cell_classes.png
Drawn at 2 px/micron. Fill, decap, tap and diode cells in gray.
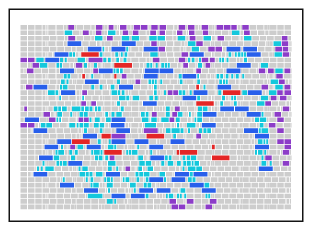
drive_strength.png
Drawn at 2 px/micron.
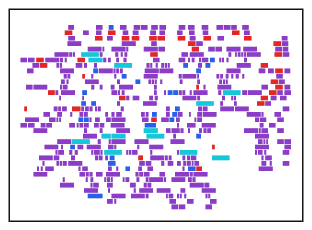
**config.mk**
```make
export PLATFORM = sky130hd
export DESIGN_NAME = uart_bus_master_ctrl
export DESIGN_NICKNAME = d
export VERILOG_FILES = /design/src/rtl/uart_bus_pkg.sv /design/src/rtl/bus_owner_mux.sv /design/src/rtl/uart_bus_master_ctrl.sv
export SDC_FILE = /design/constraint.sdc
export NUM_CORES = 1
export LEC_CHECK = 0
export ABC_AREA = 0
export CORE_ASPECT_RATIO = 0.7
export CORE_MARGIN = 5
export CORE_UTILIZATION = 25
export CTS_CLUSTER_DIAMETER = 40
export DETAILED_ROUTE_END_ITERATION = 8
export PLACE_DENSITY_LB_ADDON = 0.1
export SLEW_MARGIN = 20
export SYNTH_ARGS = -nofsm -noshare
export SYNTH_HDL_FRONTEND = slang
export SYNTH_SLANG_ARGS = --single-unit
```
**constraint.sdc**
```tcl
create_clock -name clk -period 2.1 [get_ports clk]
set_input_delay 0.21 -clock clk [delete_from_list [all_inputs] [get_ports clk]]
set_output_delay 0.21 -clock clk [all_outputs]
set_load 0.03 [all_outputs]
```
**src/rtl/uart_bus_pkg.sv**
```systemverilog
// Shared command codes, bus request payload and FSM state type for the UART host bus master.
package uart_bus_pkg;

  localparam int unsigned ADDR_W = 16;
  localparam int unsigned DATA_W = 8;

  localparam logic [DATA_W-1:0] CMD_HALT    = 8'h00;
  localparam logic [DATA_W-1:0] CMD_RESUME  = 8'h01;
  localparam logic [DATA_W-1:0] CMD_WRITE   = 8'h02;
  localparam logic [DATA_W-1:0] CMD_READ    = 8'h03;
  localparam logic [DATA_W-1:0] CMD_STATUS  = 8'h04;
  localparam logic [DATA_W-1:0] RD_ERR_BYTE = 8'hEE;

  typedef struct packed {
    logic [ADDR_W-1:0] addr;
    logic [DATA_W-1:0] wdata;
    logic              we;
    logic              re;
  } bus_req_t;

  typedef enum logic [3:0] {
    ST_IDLE,
    ST_ADDR_HI,
    ST_ADDR_LO,
    ST_DATA,
    ST_BUS_WR,
    ST_BUS_RD,
    ST_RD_WAIT,
    ST_TX_SEND,
    ST_TX_WAIT
  } state_t;

endpackage

```
**src/rtl/bus_owner_mux.sv**
```systemverilog
// Selects which master drives the memory bus; the unselected master's strobes never reach the bus.
module bus_owner_mux
  import uart_bus_pkg::*;
(
  input  logic     host_own,
  input  bus_req_t cpu_req,
  input  bus_req_t host_req,
  output bus_req_t bus_req_c
);

  assign bus_req_c = host_own ? host_req : cpu_req;

endmodule

```
**src/rtl/uart_bus_master_ctrl.sv**
```systemverilog
// Host debug controller: parses UART commands, halts the CPU and runs single-byte bus ops.
// Build option: define UART_BUS_STATUS_CMD_EN to enable the 0x04 status-readback command.
module uart_bus_master_ctrl
  import uart_bus_pkg::*;
#(
  parameter int unsigned READ_LAT     = 1,
  parameter int unsigned BYTE_TIMEOUT = 2000000
) (
  input  logic              clk,
  input  logic              rst,
  input  logic              rx_valid,
  input  logic [DATA_W-1:0] rx_data,
  output logic              tx_start,
  output logic [DATA_W-1:0] tx_data,
  input  logic              tx_active,
  input  logic              tx_done,
  input  logic [ADDR_W-1:0] cpu_addr,
  input  logic              cpu_we,
  input  logic              cpu_re,
  input  logic [DATA_W-1:0] cpu_wdata,
  output logic [ADDR_W-1:0] bus_addr,
  output logic              bus_we,
  output logic              bus_re,
  output logic [DATA_W-1:0] bus_wdata,
  input  logic [DATA_W-1:0] bus_rdata,
  output logic              cpu_halt,
  output logic              host_own
);

  localparam int unsigned TO_W  = (BYTE_TIMEOUT > 2) ? $clog2(BYTE_TIMEOUT) : 1;
  localparam int unsigned LAT_W = 3;

  state_t            st, st_d;
  logic              cpu_halt_d, host_own_d, resume_pend, resume_pend_d;
  logic              tx_start_d, is_rd, is_rd_d;
  logic [DATA_W-1:0] tx_data_d;
  logic [TO_W-1:0]   to_cnt, to_cnt_d;
  logic [LAT_W-1:0]  lat_cnt, lat_cnt_d;
  bus_req_t          host_req, host_req_d, cpu_req, bus_req_c;
  logic              idle_byte;

  assign cpu_req = '{addr: cpu_addr, wdata: cpu_wdata, we: cpu_we, re: cpu_re};

  bus_owner_mux u_mux (
    .host_own  (host_own),
    .cpu_req   (cpu_req),
    .host_req  (host_req),
    .bus_req_c (bus_req_c)
  );

  assign bus_addr  = bus_req_c.addr;
  assign bus_wdata = bus_req_c.wdata;
  assign bus_we    = bus_req_c.we;
  assign bus_re    = bus_req_c.re;

  always_ff @(posedge clk) begin
    if (rst) begin
      st          <= ST_IDLE;
      cpu_halt    <= 1'b0;
      host_own    <= 1'b0;
      resume_pend <= 1'b0;
      tx_start    <= 1'b0;
      tx_data     <= '0;
      host_req    <= '0;
      to_cnt      <= '0;
      lat_cnt     <= '0;
      is_rd       <= 1'b0;
    end else begin
      st          <= st_d;
      cpu_halt    <= cpu_halt_d;
      host_own    <= host_own_d;
      resume_pend <= resume_pend_d;
      tx_start    <= tx_start_d;
      tx_data     <= tx_data_d;
      host_req    <= host_req_d;
      to_cnt      <= to_cnt_d;
      lat_cnt     <= lat_cnt_d;
      is_rd       <= is_rd_d;
    end
  end

  always_comb begin
    st_d          = st;
    cpu_halt_d    = cpu_halt;
    host_own_d    = host_own;
    resume_pend_d = resume_pend;
    tx_start_d    = 1'b0;
    tx_data_d     = tx_data;
    host_req_d    = host_req;
    host_req_d.we = 1'b0;
    host_req_d.re = 1'b0;
    to_cnt_d      = '0;
    lat_cnt_d     = lat_cnt;
    is_rd_d       = is_rd;
    idle_byte     = (st == ST_IDLE) && rx_valid;

    // Halt raises cpu_halt before taking the bus; resume drops the bus before releasing the CPU.
    if (idle_byte && rx_data == CMD_HALT) begin
      cpu_halt_d    = 1'b1;
      resume_pend_d = 1'b0;
    end else if (idle_byte && rx_data == CMD_RESUME) begin
      host_own_d    = 1'b0;
      resume_pend_d = cpu_halt;
    end else if (resume_pend) begin
      cpu_halt_d    = 1'b0;
      resume_pend_d = 1'b0;
    end else if (cpu_halt) begin
      host_own_d = 1'b1;
    end

    case (st)
      ST_IDLE: begin
        if (rx_valid) begin
          case (rx_data)
            CMD_WRITE: begin
              is_rd_d = 1'b0;
              st_d    = ST_ADDR_HI;
            end
            CMD_READ: begin
              is_rd_d = 1'b1;
              st_d    = ST_ADDR_HI;
            end
`ifdef UART_BUS_STATUS_CMD_EN
            CMD_STATUS: begin
              tx_data_d = {6'b0, host_own, cpu_halt};
              st_d      = ST_TX_SEND;
            end
`endif
            default: ;
          endcase
        end
      end
      ST_ADDR_HI: begin
        if (rx_valid) begin
          host_req_d.addr[15:8] = rx_data;
          st_d                  = ST_ADDR_LO;
        end
      end
      ST_ADDR_LO: begin
        if (rx_valid) begin
          host_req_d.addr[7:0] = rx_data;
          if (is_rd) begin
            host_req_d.re = host_own;
            st_d          = ST_BUS_RD;
          end else begin
            st_d = ST_DATA;
          end
        end
      end
      ST_DATA: begin
        if (rx_valid) begin
          host_req_d.wdata = rx_data;
          host_req_d.we    = host_own;
          st_d             = ST_BUS_WR;
        end
      end
      ST_BUS_WR: st_d = ST_IDLE;
      ST_BUS_RD: begin
        // A read issued without bus ownership never strobes and reports the error byte.
        if (host_req.re) begin
          lat_cnt_d = '0;
          st_d      = ST_RD_WAIT;
        end else begin
          tx_data_d = RD_ERR_BYTE;
          st_d      = ST_TX_SEND;
        end
      end
      ST_RD_WAIT: begin
        if (lat_cnt == LAT_W'(READ_LAT - 1)) begin
          tx_data_d = bus_rdata;
          st_d      = ST_TX_SEND;
        end else begin
          lat_cnt_d = lat_cnt + 1'b1;
        end
      end
      ST_TX_SEND: begin
        if (!tx_active) begin
          tx_start_d = 1'b1;
          st_d       = ST_TX_WAIT;
        end
      end
      ST_TX_WAIT: begin
        if (tx_done) st_d = ST_IDLE;
      end
      default: st_d = ST_IDLE;
    endcase

    // Inter-byte timeout while a command is partially received.
    if ((st == ST_ADDR_HI || st == ST_ADDR_LO || st == ST_DATA) && !rx_valid) begin
      if (to_cnt == TO_W'(BYTE_TIMEOUT - 1)) begin
        st_d = ST_IDLE;
      end else begin
        to_cnt_d = to_cnt + 1'b1;
      end
    end
  end

endmodule

```
==> results.yml <==
# flow metrics
critical_path:
  slowest_stage: "dfxtp_1"
  endpoint_kind: "output pin"
  cp_top_family: "buffers and inverters"
  crit_arrival_ns: 1.78
final_timing:
  hold_viol_final: 0
  finalSetupViolations: 0
  skew_ns: 0.005478
  period_used_share: 0.9455
detailed_routing:
  drt_iter0_markers: 179
  dr_wl_met2_microns: 3672
cells_and_area:
  sh_comb_area: 0.3839
status:
  outcome: "finished, final reports clean"
synth:
  postSynthSeqShare: 0.4142
  synth_flops: 67
  synth.cellmix.compoundShare: 0.1279
  muxShareOfSynthArea: 0.09660
  synth.most_common_cell: "dfxtp_1"
hold_path:
  hold_class: "primary input to flop"
pwr:
  irDropWorstVdd_v: 0.0004209
  p_int_mw: 2.228
cts:
  cts.path.max_buffers: 2
  cts-resized-gates: 24
job:
  openroad.warnings: 27
grt:
  grt_use_met2: 0.1625
  antenna_found_initial: 0
die:
  core_sq_mm: 0.01255
place:
  placed_cell_area_sq_mm: 0.004407
About cell_classes.png:
[cyan] all other logic | cells: 293 | share of their area: 41%
[blue] flip-flops | cells: 67 | share of their area: 30%
[purple] other buffers and delay cells | cells: 108 | share of their area: 23%
[red] clock drivers and dummy loads | cells: 15 | share of their area: 5.9%

About drive_strength.png:
[red] drive 2 | cells: 36 | share: 7.5% | most used: mux2_2
[blue] drive 3 to 4 | cells: 27 | share: 5.6% | most used: buf_4
[purple] drive 1 or less | cells: 407 | share: 84% | most used: dfxtp_1
[cyan] drive 6 and up | cells: 13 | share: 2.7% | most used: clkbuf_16

No activity file was given, so power comes from the tool's default toggle rates.
